**Run 1: the metal 1 layer**

Scale bar: 50 um. Supply wires on this layer in grey.
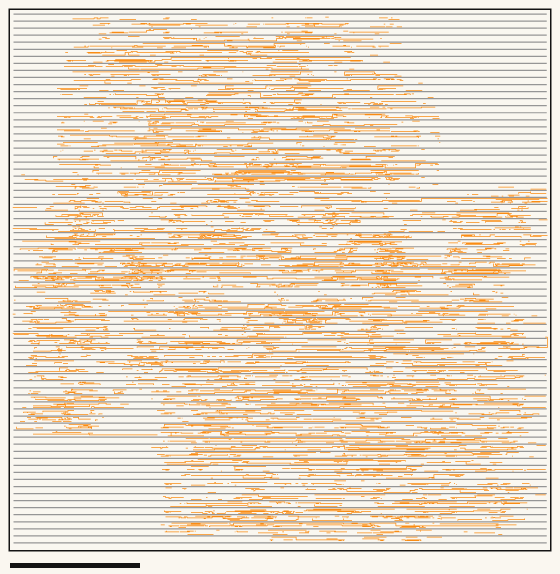
**Run 1: signal wires on met2**

Scale bar: 50 um.
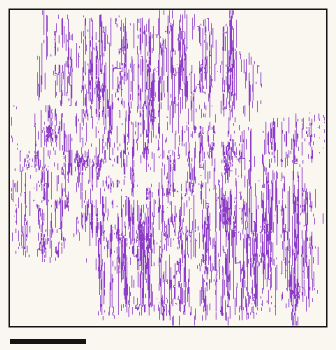
**Run 1: M3 wires**

Cells faint in the background.
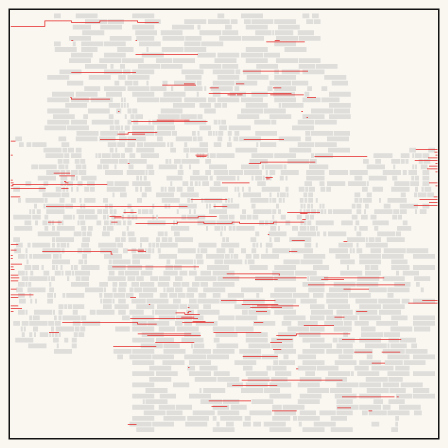
**Run 1: signal wires on met4**

Scale bar: 50 um. Supply wires on this layer in grey.
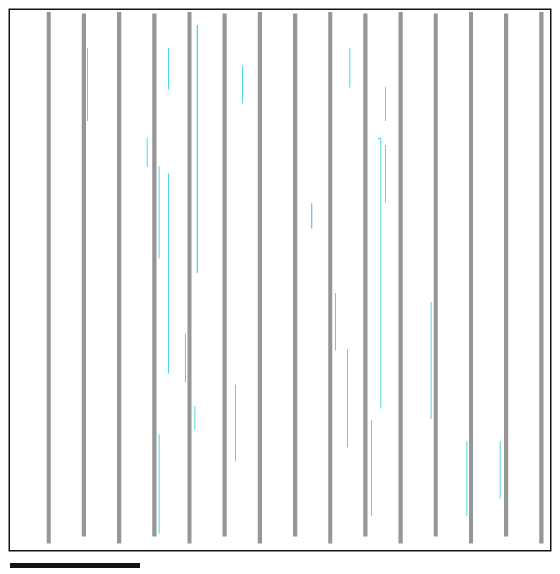
<file path="src/rtl/uart_pkg.sv">
// Shared types and constants for the UART FIFO core: line-format enums, FSM states,
// error-tag bit positions and oversampling constants.
package uart_pkg;

  localparam int OVERSAMPLE = 16;
  localparam int MID        = 8;

  localparam int ERR_PARITY  = 0;
  localparam int ERR_FRAMING = 1;
  localparam int ERR_BREAK   = 2;

  typedef enum logic [1:0] {DBITS_5, DBITS_6, DBITS_7, DBITS_8} data_bits_e;

  typedef enum logic [2:0] {TXS_IDLE, TXS_START, TXS_DATA, TXS_PARITY, TXS_STOP} tx_state_e;

  typedef enum logic [2:0] {
    RXS_IDLE, RXS_START, RXS_DATA, RXS_PARITY, RXS_STOP, RXS_BREAK
  } rx_state_e;

  // Index of the last data bit for a character length (5 bits -> 4 ... 8 bits -> 7).
  function automatic logic [2:0] last_bit_idx(data_bits_e db);
    return 3'd4 + {1'b0, db};
  endfunction

  function automatic logic [7:0] data_mask(data_bits_e db);
    return 8'hFF >> (2'd3 - db);
  endfunction

endpackage

</file>
<file path="src/rtl/uart_fifo_core_if.sv">
// Host-side register interface of the UART FIFO core: line config, TX FIFO push side,
// RX FIFO FWFT pop side, IRQ and overflow status.
interface uart_fifo_core_if
  import uart_pkg::*;
#(
  parameter int FIFO_DEPTH = 16,
  parameter int BAUD_W     = 16
);
  localparam int AW = $clog2(FIFO_DEPTH);

  logic [BAUD_W-1:0] BAUD_VAL;
  data_bits_e        DATA_BITS;
  logic              PARITY_EN;
  logic              ODD_N_EVEN;
  logic              STOP2;
  logic [7:0]        TX_DATA;
  logic              TX_WR;
  logic              TX_FULL;
  logic              TX_EMPTY;
  logic [7:0]        RX_DATA;
  logic [2:0]        RX_ERR;
  logic              RX_RD;
  logic              RX_VALID;
  logic [AW:0]       RX_LEVEL;
  logic [AW:0]       RX_THRESH;
  logic              RX_IRQ;
  logic              OVERFLOW;
  logic              OVF_CLR;

  modport master (
    output BAUD_VAL, DATA_BITS, PARITY_EN, ODD_N_EVEN, STOP2, TX_DATA, TX_WR,
           RX_RD, RX_THRESH, OVF_CLR,
    input  TX_FULL, TX_EMPTY, RX_DATA, RX_ERR, RX_VALID, RX_LEVEL, RX_IRQ, OVERFLOW
  );

  modport slave (
    input  BAUD_VAL, DATA_BITS, PARITY_EN, ODD_N_EVEN, STOP2, TX_DATA, TX_WR,
           RX_RD, RX_THRESH, OVF_CLR,
    output TX_FULL, TX_EMPTY, RX_DATA, RX_ERR, RX_VALID, RX_LEVEL, RX_IRQ, OVERFLOW
  );

endinterface

</file>
<file path="src/rtl/uart_sync_fifo.sv">
// Single-clock first-word-fall-through FIFO; full/empty are derived by the user from level.
module uart_sync_fifo #(
  parameter int WIDTH = 8,
  parameter int DEPTH = 16
) (
  input  logic                     CLK,
  input  logic                     RESET_N,
  input  logic                     push,
  input  logic [WIDTH-1:0]         wdata,
  input  logic                     pop,
  output logic [WIDTH-1:0]         rdata,
  output logic [$clog2(DEPTH):0]   level
);
  localparam int AW = $clog2(DEPTH);

  logic [WIDTH-1:0] mem [DEPTH];
  logic [AW-1:0]    wr_ptr, rd_ptr;
  logic             do_push, do_pop;

  // A full FIFO still accepts a push when the head leaves in the same cycle.
  assign do_pop  = pop && (level != '0);
  assign do_push = push && ((level != DEPTH[AW:0]) || do_pop);
  assign rdata   = mem[rd_ptr];

  // NOTE: clocked state is always assigned with <= so every flop samples pre-edge values.
  always_ff @(posedge CLK or negedge RESET_N) begin
    if (!RESET_N) begin
      wr_ptr <= '0;
      rd_ptr <= '0;
      level  <= '0;
    end else begin
      if (do_push) wr_ptr <= wr_ptr + 1'b1;
      if (do_pop)  rd_ptr <= rd_ptr + 1'b1;
      case ({do_push, do_pop})
        2'b10:   level <= level + 1'b1;
        2'b01:   level <= level - 1'b1;
        default: level <= level;
      endcase
    end
  end

  // NOTE: storage has no reset; contents are only observable once level says they are valid.
  always_ff @(posedge CLK) begin
    if (do_push) mem[wr_ptr] <= wdata;
  end

endmodule

</file>
<file path="src/rtl/uart_fifo_core.sv">
// UART core: shared 16x baud tick, TX shifter fed by a TX FIFO, RX sampler feeding a
// tagged RX FIFO, plus fill-level IRQ and sticky overflow.
module uart_fifo_core
  import uart_pkg::*;
#(
  parameter int FIFO_DEPTH  = 16,
  parameter int BAUD_W      = 16,
  parameter int SYNC_STAGES = 2
) (
  input  logic               CLK,
  input  logic               RESET_N,
  uart_fifo_core_if.slave    host,
  input  logic               RX,
  output logic               TX
);
  localparam int AW = $clog2(FIFO_DEPTH);
  localparam logic [AW:0] FULL_LVL   = FIFO_DEPTH[AW:0];
  localparam logic [4:0]  BIT_LAST   = 5'(OVERSAMPLE - 1);
  localparam logic [4:0]  STOP2_LAST = 5'(2 * OVERSAMPLE - 1);

  logic [BAUD_W-1:0] baud_cnt;
  logic              tick;

  assign tick = (baud_cnt == '0);

  always_ff @(posedge CLK or negedge RESET_N) begin
    if (!RESET_N)  baud_cnt <= '0;
    else if (tick) baud_cnt <= host.BAUD_VAL;
    else           baud_cnt <= baud_cnt - 1'b1;
  end

  // ---------------- transmit ----------------
  tx_state_e   tx_state;
  logic [4:0]  tx_tick;
  logic [2:0]  tx_bit, tx_last;
  logic [7:0]  tx_shreg, tx_head;
  logic        tx_par, tx_par_en, tx_stop2;
  logic [AW:0] tx_level;
  logic        tx_fifo_empty, tx_bit_end, tx_stop_done, tx_load;

  uart_sync_fifo #(.WIDTH(8), .DEPTH(FIFO_DEPTH)) u_tx_fifo (
    .CLK, .RESET_N, .push(host.TX_WR), .wdata(host.TX_DATA), .pop(tx_load),
    .rdata(tx_head), .level(tx_level)
  );

  assign tx_fifo_empty = (tx_level == '0);
  assign host.TX_FULL  = (tx_level == FULL_LVL);
  assign host.TX_EMPTY = tx_fifo_empty && (tx_state == TXS_IDLE);

  assign tx_bit_end   = tick && (tx_tick == BIT_LAST);
  assign tx_stop_done = tick && (tx_state == TXS_STOP) &&
                        (tx_tick == (tx_stop2 ? STOP2_LAST : BIT_LAST));
  // Reloading straight out of STOP keeps back-to-back characters gap-free.
  assign tx_load = !tx_fifo_empty && ((tx_state == TXS_IDLE) || tx_stop_done);

  always_ff @(posedge CLK or negedge RESET_N) begin
    if (!RESET_N) begin
      tx_state  <= TXS_IDLE;
      tx_tick   <= '0;
      tx_bit    <= '0;
      tx_last   <= '0;
      tx_shreg  <= '0;
      tx_par    <= 1'b0;
      tx_par_en <= 1'b0;
      tx_stop2  <= 1'b0;
      TX        <= 1'b1;
    end else if (tx_load) begin
      tx_state  <= TXS_START;
      tx_tick   <= '0;
      tx_shreg  <= tx_head;
      tx_last   <= last_bit_idx(host.DATA_BITS);
      tx_par    <= ^(tx_head & data_mask(host.DATA_BITS)) ^ host.ODD_N_EVEN;
      tx_par_en <= host.PARITY_EN;
      tx_stop2  <= host.STOP2;
      TX        <= 1'b0;
    end else if (tick && tx_state != TXS_IDLE) begin
      tx_tick <= ((tx_bit_end && tx_state != TXS_STOP) || tx_stop_done) ? '0 : tx_tick + 1'b1;
      case (tx_state)
        TXS_START: if (tx_bit_end) begin
          tx_state <= TXS_DATA;
          tx_bit   <= '0;
          TX       <= tx_shreg[0];
        end
        TXS_DATA: if (tx_bit_end) begin
          if (tx_bit != tx_last) begin
            tx_bit   <= tx_bit + 1'b1;
            tx_shreg <= tx_shreg >> 1;
            TX       <= tx_shreg[1];
          end else if (tx_par_en) begin
            tx_state <= TXS_PARITY;
            TX       <= tx_par;
          end else begin
            tx_state <= TXS_STOP;
            TX       <= 1'b1;
          end
        end
        TXS_PARITY: if (tx_bit_end) begin
          tx_state <= TXS_STOP;
          TX       <= 1'b1;
        end
        TXS_STOP: if (tx_stop_done) tx_state <= TXS_IDLE;
        default: ;
      endcase
    end
  end

  // ---------------- receive ----------------
  logic [SYNC_STAGES-1:0] rx_sync;
  logic                   rx_line, rx_prev;

  assign rx_line = rx_sync[SYNC_STAGES-1];

  always_ff @(posedge CLK or negedge RESET_N) begin
    if (!RESET_N) begin
      rx_sync <= '1;
      rx_prev <= 1'b1;
    end else begin
      rx_sync <= {rx_sync[SYNC_STAGES-2:0], RX};
      rx_prev <= rx_line;
    end
  end

  rx_state_e   rx_state;
  logic [3:0]  rx_tick;
  logic [2:0]  rx_bit, rx_last;
  logic [7:0]  rx_data;
  logic        rx_par_en, rx_odd, rx_par_acc, rx_par_err, rx_seen_one;
  logic        rx_sample, rx_push;
  logic [2:0]  rx_tag;
  logic [10:0] rx_head;
  logic [AW:0] rx_level;
  logic        rx_irq, overflow;

  // START samples mid-bit at tick 8; every later bit is 16 ticks on, i.e. mid-bit again.
  assign rx_sample = tick && (rx_tick == ((rx_state == RXS_START) ? 4'(MID - 1) : 4'(OVERSAMPLE - 1)));
  assign rx_push   = (rx_state == RXS_STOP) && rx_sample;

  always_comb begin
    rx_tag              = '0;  // NOTE: defaulting every always_comb output first rules out latches.
    rx_tag[ERR_PARITY]  = rx_par_err;
    rx_tag[ERR_FRAMING] = !rx_line;
    rx_tag[ERR_BREAK]   = !rx_line && !rx_seen_one;
  end

  always_ff @(posedge CLK or negedge RESET_N) begin
    if (!RESET_N) begin
      rx_state    <= RXS_IDLE;
      rx_tick     <= '0;
      rx_bit      <= '0;
      rx_last     <= '0;
      rx_data     <= '0;
      rx_par_en   <= 1'b0;
      rx_odd      <= 1'b0;
      rx_par_acc  <= 1'b0;
      rx_par_err  <= 1'b0;
      rx_seen_one <= 1'b0;
    end else begin
      if (tick && rx_state != RXS_IDLE && rx_state != RXS_BREAK)
        rx_tick <= rx_sample ? '0 : rx_tick + 1'b1;
      case (rx_state)
        RXS_IDLE: if (rx_prev && !rx_line) begin
          rx_state    <= RXS_START;
          rx_tick     <= '0;
          rx_bit      <= '0;
          rx_last     <= last_bit_idx(host.DATA_BITS);
          rx_par_en   <= host.PARITY_EN;
          rx_odd      <= host.ODD_N_EVEN;
          rx_data     <= '0;
          rx_par_acc  <= 1'b0;
          rx_par_err  <= 1'b0;
          rx_seen_one <= 1'b0;
        end
        RXS_START: if (rx_sample) rx_state <= rx_line ? RXS_IDLE : RXS_DATA;
        RXS_DATA: if (rx_sample) begin
          rx_data[rx_bit] <= rx_line;
          rx_par_acc      <= rx_par_acc ^ rx_line;
          rx_seen_one     <= rx_seen_one | rx_line;
          if (rx_bit != rx_last) rx_bit   <= rx_bit + 1'b1;
          else                   rx_state <= rx_par_en ? RXS_PARITY : RXS_STOP;
        end
        RXS_PARITY: if (rx_sample) begin
          rx_par_err  <= (rx_line != (rx_par_acc ^ rx_odd));
          rx_seen_one <= rx_seen_one | rx_line;
          rx_state    <= RXS_STOP;
        end
        RXS_STOP: if (rx_sample) rx_state <= rx_tag[ERR_BREAK] ? RXS_BREAK : RXS_IDLE;
        RXS_BREAK: if (rx_line) rx_state <= RXS_IDLE;
        default: rx_state <= RXS_IDLE;
      endcase
    end
  end

  uart_sync_fifo #(.WIDTH(11), .DEPTH(FIFO_DEPTH)) u_rx_fifo (
    .CLK, .RESET_N, .push(rx_push), .wdata({rx_tag, rx_data}), .pop(host.RX_RD),
    .rdata(rx_head), .level(rx_level)
  );

  always_ff @(posedge CLK or negedge RESET_N) begin
    if (!RESET_N) begin
      rx_irq   <= 1'b0;
      overflow <= 1'b0;
    end else begin
      rx_irq <= (host.RX_THRESH != '0) && (rx_level >= host.RX_THRESH);
      if (rx_push && (rx_level == FULL_LVL) && !host.RX_RD) overflow <= 1'b1;
      else if (host.OVF_CLR)                                 overflow <= 1'b0;
    end
  end

  assign host.RX_VALID = (rx_level != '0);
  assign host.RX_LEVEL = rx_level;
  assign host.RX_DATA  = host.RX_VALID ? rx_head[7:0]  : '0;
  assign host.RX_ERR   = host.RX_VALID ? rx_head[10:8] : '0;
  assign host.RX_IRQ   = rx_irq;
  assign host.OVERFLOW = overflow;

endmodule
</file>
<file path="src/flat_wrapper.sv">
// flat-port wrapper written by rule: the top's interface ports become plain ports
module uart_fifo_core_flat import uart_pkg::*;
#(
  parameter int FIFO_DEPTH  = 16,
  parameter int BAUD_W      = 16,
  parameter int SYNC_STAGES = 2
)
  (CLK, RESET_N, RX, TX, host_BAUD_VAL, host_DATA_BITS, host_PARITY_EN, host_ODD_N_EVEN, host_STOP2, host_TX_DATA, host_TX_WR, host_RX_RD, host_RX_THRESH, host_OVF_CLR, host_TX_FULL, host_TX_EMPTY, host_RX_DATA, host_RX_ERR, host_RX_VALID, host_RX_LEVEL, host_RX_IRQ, host_OVERFLOW);
  uart_fifo_core_if #(.FIFO_DEPTH(FIFO_DEPTH), .BAUD_W(BAUD_W)) host_i ();
  input  logic CLK;
  input  logic RESET_N;
  input  logic RX;
  output logic TX;
  input wire logic [$bits(host_i.BAUD_VAL)-1:0] host_BAUD_VAL;
  input wire logic [$bits(host_i.DATA_BITS)-1:0] host_DATA_BITS;
  input wire logic [$bits(host_i.PARITY_EN)-1:0] host_PARITY_EN;
  input wire logic [$bits(host_i.ODD_N_EVEN)-1:0] host_ODD_N_EVEN;
  input wire logic [$bits(host_i.STOP2)-1:0] host_STOP2;
  input wire logic [$bits(host_i.TX_DATA)-1:0] host_TX_DATA;
  input wire logic [$bits(host_i.TX_WR)-1:0] host_TX_WR;
  input wire logic [$bits(host_i.RX_RD)-1:0] host_RX_RD;
  input wire logic [$bits(host_i.RX_THRESH)-1:0] host_RX_THRESH;
  input wire logic [$bits(host_i.OVF_CLR)-1:0] host_OVF_CLR;
  output wire logic [$bits(host_i.TX_FULL)-1:0] host_TX_FULL;
  output wire logic [$bits(host_i.TX_EMPTY)-1:0] host_TX_EMPTY;
  output wire logic [$bits(host_i.RX_DATA)-1:0] host_RX_DATA;
  output wire logic [$bits(host_i.RX_ERR)-1:0] host_RX_ERR;
  output wire logic [$bits(host_i.RX_VALID)-1:0] host_RX_VALID;
  output wire logic [$bits(host_i.RX_LEVEL)-1:0] host_RX_LEVEL;
  output wire logic [$bits(host_i.RX_IRQ)-1:0] host_RX_IRQ;
  output wire logic [$bits(host_i.OVERFLOW)-1:0] host_OVERFLOW;
  assign host_i.BAUD_VAL = host_BAUD_VAL;
  assign host_i.DATA_BITS = host_DATA_BITS;
  assign host_i.PARITY_EN = host_PARITY_EN;
  assign host_i.ODD_N_EVEN = host_ODD_N_EVEN;
  assign host_i.STOP2 = host_STOP2;
  assign host_i.TX_DATA = host_TX_DATA;
  assign host_i.TX_WR = host_TX_WR;
  assign host_i.RX_RD = host_RX_RD;
  assign host_i.RX_THRESH = host_RX_THRESH;
  assign host_i.OVF_CLR = host_OVF_CLR;
  assign host_TX_FULL = host_i.TX_FULL;
  assign host_TX_EMPTY = host_i.TX_EMPTY;
  assign host_RX_DATA = host_i.RX_DATA;
  assign host_RX_ERR = host_i.RX_ERR;
  assign host_RX_VALID = host_i.RX_VALID;
  assign host_RX_LEVEL = host_i.RX_LEVEL;
  assign host_RX_IRQ = host_i.RX_IRQ;
  assign host_OVERFLOW = host_i.OVERFLOW;
  uart_fifo_core #(.FIFO_DEPTH(FIFO_DEPTH), .BAUD_W(BAUD_W), .SYNC_STAGES(SYNC_STAGES)) u_core (.CLK(CLK), .RESET_N(RESET_N), .host(host_i), .RX(RX), .TX(TX));
endmodule
</file>
<file path="config.mk">
export PLATFORM = sky130hd
export DESIGN_NAME = uart_fifo_core_flat
export DESIGN_NICKNAME = d
export VERILOG_FILES = /design/src/rtl/uart_pkg.sv /design/src/rtl/uart_fifo_core_if.sv /design/src/rtl/uart_sync_fifo.sv /design/src/rtl/uart_fifo_core.sv /design/src/flat_wrapper.sv
export SDC_FILE = /design/constraint.sdc
export NUM_CORES = 1
export LEC_CHECK = 0
export CAP_MARGIN = 30
export CORE_UTILIZATION = 40
export DETAILED_ROUTE_END_ITERATION = 8
export HOLD_SLACK_MARGIN = 0.03
export PLACE_DENSITY_LB_ADDON = 0.15
export SETUP_SLACK_MARGIN = 0.05
export SLEW_MARGIN = 15
export SYNTH_ARGS = -nofsm -noshare
export SYNTH_HDL_FRONTEND = slang
export SYNTH_SLANG_ARGS = --single-unit
</file>
<file path="constraint.sdc">
create_clock -name CLK -period 3.08 [get_ports CLK]
set_clock_uncertainty 0.2 [all_clocks]
set_input_delay 0.77 -clock CLK [delete_from_list [all_inputs] [get_ports CLK]]
set_output_delay 0.77 -clock CLK [all_outputs]
set_load 0.005 [all_outputs]
</file>
==> run summary, run 1 <==
Implementation results

Setup repair after global routing could not meet its margin everywhere. The worst-case register-to-register setup slack is -130 ps. The leading register cell type out of synthesis is edfxtp_1.

The signal on the critical path passes through buf_6 > buf_12 > buf_12 > buf_8 > mux4_2 > mux4_2 > and2_4 > buf_6. According to the floorplan report, the die width is 208 um. The pin count of the biggest net entering global routing is between 60 and 70.

Summed over all cells, the static leakage comes to 8.18 nW. The post-synthesis cell count from yosys is approximately 1100. The data required time at the worst endpoint is approximately 2100 ps. The number of antenna violations at the first check in global routing is 0. In this run the tightest slew margin relative to its limit is about half.

The clock latency on the worst-skew pair is 590 ps. The largest incremental delay on the critical path is roughly 470 ps. Counting the buffers created by CTS gives 45. The run finished, with violations left.

Per the run summary, max-cap violations total 0. The start point of the critical path is u_core.u_rx_fifo.rd_ptr[0]. Per the detail_route report, DRC violations left total 0. The count of flip-flops with a built-in enable after synthesis is 304. The count of nets left with antenna violations after detail routing is 0.

Hold analysis lists the worst path endpoint as u_core.rx_sync[1]. The Yosys chip area is 17000 um2. The floorplan utilization is between 40% and 50%.

The first global-routing pass estimated 59700 um of wire. The worst hold path stage count is 0. The mean instance size in the synthesized netlist is roughly 16 um2. Sorting the Yosys area breakdown by cell type puts at the top edfxtp_1. The switching portion of total power comes to 28.5%. The total half-perimeter wirelength after legalization and detailed placement is approximately 24000 um. The die footprint is 43400 um2. The synthesis-stage register bit count is roughly 400. The destination of the worst register-to-register timing path is u_core.u_rx_fifo.mem[10][3]. The cell area that synthesis handed to floorplanning was between 15000 and 20000 um2.

The layout overhead on the synthesized area is 27.7%. Across all setup checks in the final design, the least slack found is -578 ps. a little over 60 I/O pins were placed.

TritonCTS built the clock tree. The clock-pin slew on the worst setup and hold paths is 60 ps. Total power normalized to cell area comes to 771 nW/um2.

Along the worst path, the maximum fanout reaches 5. Looking at the setup timing report, the critical path kind is flop to output pin. The post-cts sizing count is roughly 150. The hold buffer count at CTS is 1.

The power share of the clock group is 31.1%. The launching point of the worst reg2reg path is u_core.baud_cnt[3]. The share of the yosys chip area belonging to registers is around two thirds. After routing the design area is 21700 um2.

The chip height is around 210 um. Of the cells placed in the final design, the portion with a size suffix greater than 1 is 31.5%. The launch point of the worst min-delay path is recorded as u_core.rx_sync[0]. The final reports fail on setup timing. By count the netlist is led by edfxtp_1 (304), nand2_1 (97), dfrtp_1 (95), mux4_2 (88), nor2_1 (69). The worst setup path is launched from a flop. Derived from the worst setup path, the maximum achievable clock frequency is ~0.27 GHz.

The first-pass detailed-route iteration total is 5. Combinational logic burns 28.8% of the power. The synthesized design devotes to its leading area cell type 53.6% of total area. The number of global-route vias before repair came to between 10000 and 15000. The post-detailed-route via-to-cell ratio is 5.27. The maximum level of the CTS H-tree is 2.

The fraction of the core area covered by cells at the end of the flow is 51.8%. The internal power is roughly 12 mW. The filler cell count is ~3400. For the finished layout, the period the worst path requires is between 3000 and 4000 ps. The kind of end point of the critical path is an output pin. The final weighted congestion in routability-driven placement is 0.795. The gate count of the mapped netlist is 1058. Checking hold timing, the worst path is listed with class flop to flop.

The switching component of the power was reported as 4.77 mW. The part of the cycle the worst path needs is 119%. The slowest stage of the critical path belongs to the cell mux4_2. The most numerous cell in the Yosys netlist is edfxtp_1. After the first detailed-routing iteration, the DRC count stood at 752. Total global-route track usage over all layers is 18.4%. The post-CTS repair timing setup buffer count is 32.

After detailed routing, the average wire length per cell comes to 21.0 um. At the pin with the least slew margin, the transition time is 734 ps. After synthesis, the netlist uses 62 different library cells. The count of warnings emitted by yosys is 0. The deepest clock path buffer count is 3. Per the OpenROAD floorplan log, the area of the core is 41900 um2. In the final report, the number of hold violations comes to 0.

Including well taps, the total number of placed cells is around 1700. The async set or reset register ratio after synthesis is 24.6%. The number of nets produced by synthesis is 1124. In the final report, the number of endpoints failing setup comes to a little over 80.

For this run the aggregate overflow at the end of global routing stands at 0. The largest voltage drop on the vdd net is 0.000390 V. The finished layout holds 1847 standard cells, fillers aside.

The cell chosen for the clock root is clkbuf_16. The number of warnings reported in the stage logs is 35. Sequential cells account for 40.1% of the total power. The antenna cell count is 0.

The placed standard-cell area is 19200 um2. The max-slew violation count is 0. For the worst flop-to-flop path, the logic depth is 12. The arrival time of data at the worst endpoint is listed as roughly 2700 ps. The main area contributors are edfxtp_1 (54%), dfrtp_1 (14%), mux4_2 (12%). The total of buffers placed on input and output ports is a little over 60. After the last flow step, the layout net total stands at approximately 1300. The number of clock sinks seen by CTS is 403. The cell row count is 75.
## Picture notes: 'the metal 1 layer'
The wires run mostly horizontal. The layer holds 47% of the routed length. The longest straight run is 67.6 um.
GR met1 Demand/Resource: 27.5%
sum of routed wire length over all layers: 38700 um
via count of the routed design: 9739

## Picture notes: 'signal wires on met2'
The layer holds 46% of the routed length. The longest straight run is 71.7 um. 1140 nets have wire on it. The wires run mostly vertical. The layer carries 17800 um of wire.
met2 usage: 27.6%

## Picture notes: 'M3 wires'
The layer carries 1910 um of wire. The longest straight run is 68.5 um. The layer holds 4.9% of the routed length. 103 nets have wire on it.
met3 usage in global routing: 2.88%

## Picture notes: 'signal wires on met4'
The layer holds 1.9% of the routed length. The layer carries 726 um of wire.

run 1: metrics by stage:
| step | power (mW) | setup WS, ps | TNS (ps) | hold WS [ps] |
|---|---|---|---|---|
| final | 16.8 | -578 | -9540 | 152 |
| after global routing | 17.6 | -641 | -20800 | 154 |
| after CTS | 16.9 | -608 | -7460 | 150 |
| after detailed placement | 11.0 | -204 | -16310 | 149 |
| after global placement | 11.0 | -206 | -11310 | 148 |
| after floorplan | 9.48 | -64.5 | -4120 | 145 |
run 1: critical path, delay by kind of cell (launching register included):
kind          cells  cell delay (ps)
simple gates      1              170
flops             1              430
buf+inv           5              610
mux               2              890
run 1: cells in the final DEF, fill, tap and decap left out, types with 18 or more instances in the layout:
master,Yosys,final
xnor2_1,33,33
buf_12,0,26
nor2_1,69,52
clkbuf_16,0,47
o21ai_0,39,37
xor2_1,18,18
dfrtp_1,95,90
inv_1,26,25
mux2i_1,20,20
a21oi_1,20,18
edfxtp_1,304,304
buf_6,0,45
clkdlybuf4s50_1,0,47
mux4_2,88,88
buf_4,4,77
ha_1,25,22
nand2_1,97,88
run 1: layout make-up:
cell class / instances / area (um2) / share of cell area [%]
inverters: 26 / 100 / 0.460
clock buffers: 58 / 1220 / 5.63
multi-input cells: 581 / 5550 / 25.5
flip-flops and latches: 403 / 11600 / 53.4
clock inverters: 26 / 244 / 1.12
well taps: 539 / 674 / 3.10
repair buffers: 214 / 2330 / 10.7
run 1: kinds of logic after synthesis:
family	synth area share (%)
xor gates and xnor gates	2.76
and+or+nand+nor	8.05
adders and majority gates	1.96
DFF	68.2
muxes	13.2
AOI/OAI and AO/OA	4.01
buffers and inverters	1.79
run 1: registers in the layout, summed over array words and instances (netlist names), 3 cells and up:
signal and count:
u_core.u_rx_fifo.mem 176, u_core.u_tx_fifo.mem 128, u_core.baud_cnt 16, u_core.rx_data 8
u_core.tx_shreg 8, u_core.tx_tick 5, u_core.u_rx_fifo.level 5, u_core.u_tx_fifo.level 5
u_core.rx_tick 4, u_core.u_rx_fifo.rd_ptr 4, u_core.u_rx_fifo.wr_ptr 4, u_core.u_tx_fifo.rd_ptr 4
u_core.u_tx_fifo.wr_ptr 4, u_core.rx_bit 3, u_core.rx_last 3, u_core.rx_state 3
u_core.tx_bit 3, u_core.tx_last 3, u_core.tx_state 3
run 1: worst max path at each step:
stage / endpoint / slack, ps
final: host_RX_DATA[1] / -580
after global routing: host_RX_DATA[4] / -640
after CTS: host_RX_DATA[3] / -610
after detailed placement: u_core.u_rx_fifo.mem[7][0] / -200
after global placement: host_RX_DATA[3] / -210
after floorplan: u_core.u_rx_fifo.mem[15][0] / -60
run 1: layer usage:
layer	track usage [%]	vias to the layer above	part of all wire [%]
met5	0	-	0
met4	5.70	0	1.9
met3	2.88	54	4.9
met2	27.6	243	46
met1	27.5	4966	47
li1	-	4476	-
run 1: power by group through the flow:
stage	registers, mW	logic (mW)	clock network [mW]
after floorplan	6.69	2.79	0
after global placement	6.80	4.17	0
after detailed placement	6.82	4.21	0
after CTS	6.72	4.85	5.35
after global routing	6.78	5.26	5.55
final	6.72	4.82	5.22
**Run 1: routing congestion**

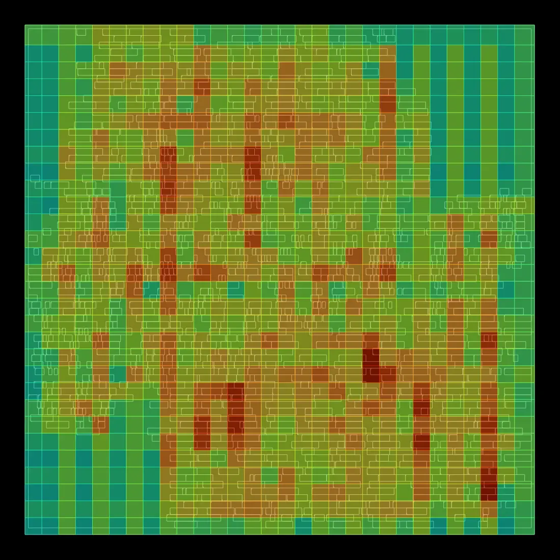

==> run 2: changes to the inputs <==
--- a/config.mk
+++ b/config.mk
@@ -6,6 +6,8 @@
 export NUM_CORES = 1
 export LEC_CHECK = 0
 export CAP_MARGIN = 30
+export CELL_PAD_IN_SITES_DETAIL_PLACEMENT = 0
+export CELL_PAD_IN_SITES_GLOBAL_PLACEMENT = 2
 export CORE_UTILIZATION = 40
 export DETAILED_ROUTE_END_ITERATION = 8
 export HOLD_SLACK_MARGIN = 0.03
**Run 2: routing congestion**

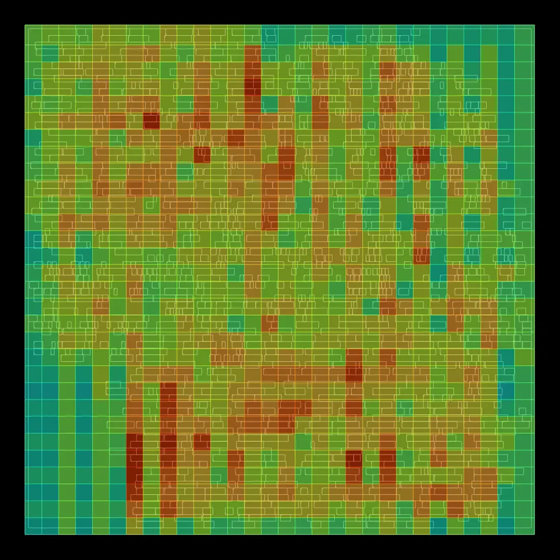
busiest layer in global routing: met2
per-cell routed wire length: 21.0 um
met3 usage in global routing: 3.18%

==> run 2 against run 1 <==
  * The flow still finishes with violations (setup timing)
  * Maximum frequency increased by 2.9%
  * Sequential power about the same
  * Final cell count about the same
  * Combinational power about the same
  * Clock-buffer cell count decreased by 1
  * Via count decreased by 1.2%
  * Worst hold slack improved by 11 ps
  * Flip-flop count unchanged
  * Largest cell class unchanged
==> run summary, run 2 <==
Implementation results

The run finished, with violations left. The final reports fail on setup timing. The leading register cell type out of synthesis is edfxtp_1.

The chip occupies 43400 um2. The worst-path maximum fanout is 6. After legalization and detailed placement, the total HPWL measured 24300 um.

The worst hold path stage count is 0. The clock tree from TritonCTS is yes. The fraction of met1 tracks used by global routing is 26.6%. The count of nets left with antenna violations after detail routing is 0.

The filler cell count is 3496. The synthesis-stage register bit count is roughly 400. The post-synth design cell area is 17000 um2. The cell taking the most area after synthesis is edfxtp_1. In this build the clock could be raised as far as roughly 0.28 GHz. The first detailed-routing pass took 5 iterations. The chip height is 208 um. On the critical path, the stage with the largest delay is an instance of mux4_2. Walking the worst path, the cells encountered are buf_6 > buf_12 > buf_6 > mux4_2 > mux4_2 > and2_4 > buf_6. The post-synthesis cell count from yosys is 1058. The number of global-route vias before repair is 9937. The data arrival time of the worst path is 2590 ps. The final global-route overflow total is 0. The data required time at the worst endpoint is 2110 ps.

The number of nets in the finished design is about 1300. The ratio of total power to cell area is 769 nW/um2. Per the placement report, the placed cell count is 1725. For this run, the chip area from Yosys synthesis comes to 17000 um2.

The tool flagged a number of max-cap violations equal to 0. The standby leakage power is ~8 nW. The most common logic cell in the final layout is edfxtp_1. Cells with a size suffix above 1 make up between 30% and 40% of the layout.

The launching point of the worst reg2reg path is u_core.baud_cnt[2]. The x dimension of the die is 208 um. In the post-route analysis, the smallest setup slack over all paths is -476 ps. Cells fill 51.4% of the core in the end. Leaving out fill and tap cells, the most frequent cells in the layout are edfxtp_1 (304), buf_4 (96), dfrtp_1 (91). The final weighted congestion in routability-driven placement is 0.759. The mean instance size in the synthesized netlist is ~16 um2. The clock-pin slew on the worst setup and hold paths is approximately 60 ps. The clock passes through at most 3 buffers. For the pin with the worst max-slew slack, the measured transition is 633 ps. The placeable core area is 41900 um2. The length in cells of the worst reg-to-reg path is 10. The distinct cell type count of the synthesized netlist is 62. The floorplan utilization is 40.6%. Entering global routing, the biggest net connects 40 pins. The gate count of the mapped netlist is between 1000 and 1500.

62 I/O pins were placed. Pins over their slew limit in the final report were tallied at 0. By area the synthesized netlist is led by edfxtp_1 (54%), dfrtp_1 (14%), mux4_2 (12%).

The largest register by flop count is u_core.u_rx_fifo.mem. For this run, the register share of the synthesized area comes to 68.2%. The first global-routing pass estimated 59800 um of wire. STA classifies the critical path startpoint as a flop.

In the routed design, unresolved DRC markers number 0. The worst setup path is captured at an output pin. The total setup violations reported at the end of the flow is 11. After detailed routing, the number of vias per cell comes to 5.21. The register with the most flip-flops in the layout has ~180 of them. The largest incremental delay on the critical path is 500 ps.

The largest voltage drop on the vdd net is 0.000473 V. The clock drives 403 sinks. The cell row count is 75.

The count of routing violations after the opening detailed-route iteration is 607.
==> run 2: netlist changes by cell type in the layout (fill, tap and decap cells not counted), moves of 4 or more <==
cell,delta
buf_4,+19
buf_6,-11
nand2_2,+4
nand2_4,-4
nor2_1,+5
nor2_2,+6
nor2_4,-11
==> run 2: power breakdown <==
group,internal (mW),switching (mW),leakage [nW]
Sequential,6.34,0.353,4.34
Combinational,2.63,2.18,3.09
Clock,2.93,2.16,0.677
Total,11.9,4.69,8.11
==> run 2: cells by family after synthesis <==
logic type / share of synthesized area, %
adders and majority gates: 1.96
and+or+nand+nor: 8.05
xor gates and xnor gates: 2.76
buffers and inverters: 1.79
DFF: 68.2
AOI/OAI and AO/OA: 4.01
muxes: 13.2
==> run 2: through the flow <==
step                instance area, um2  worst slack [ps]  setup TNS [ps]  power, mW  hold WS [ps]
floorplan                        17100             -64.5           -4120       9.48           145
global placement                 19300              -192           -2690       11.0           149
detailed placement               19300              -198           -3520       11.0           150
CTS                              21300              -514           -5300       16.8           163
finish                           21600              -476           -4770       16.6           163
global route                     21600              -570           -5880       17.4           168
==> run 2: how the worst min path moves through the flow <==
stage                      startpoint           endpoint  slack, ps
floorplan           u_core.rx_sync[0]  u_core.rx_sync[1]        150
global placement    u_core.rx_sync[0]  u_core.rx_sync[1]        150
detailed placement  u_core.rx_sync[0]  u_core.rx_sync[1]        150
CTS                 u_core.rx_sync[0]  u_core.rx_sync[1]        160
global route        u_core.rx_sync[0]  u_core.rx_sync[1]        170
finish              u_core.rx_sync[0]  u_core.rx_sync[1]        160
==> run 2: routing by layer <==
layer,part of all wire [%],vias to the layer above,routed length (um)
li1,-,4486,-
met1,47,4919,18400
met2,47,173,18100
met3,4.3,47,1660
met4,1.7,0,676
met5,0,-,0
==> run 2: timing repair <==
action                     CTS  global route
cloned                       2             2
hold endpoints to repair    34             0
setup endpoints to repair  208           318
buffers inserted            33             7
gates resized              130            39
hold buffers                 1             0
pin swaps                   23            19
==> run 2: critical path: cells and delay by family, from the launching register on <==
family                 cells  cell delay [ps]
buffers and inverters      4              480
AND/OR/NAND/NOR            1              160
flip-flops                 1              390
multiplexers               2              990
==> run 2: final cells by class <==
type                    instances  area [um2]  share of cell area, %
inverters                      26        97.6                  0.452
flip-flops and latches        403       11600                   53.8
repair buffers                219        2330                   10.8
clock buffers                  57        1190                   5.52
clock inverters                23         213                  0.986
multi-input cells             581        5450                   25.3
well taps                     539         674                   3.13
Power and IR drop assume default switching activity.
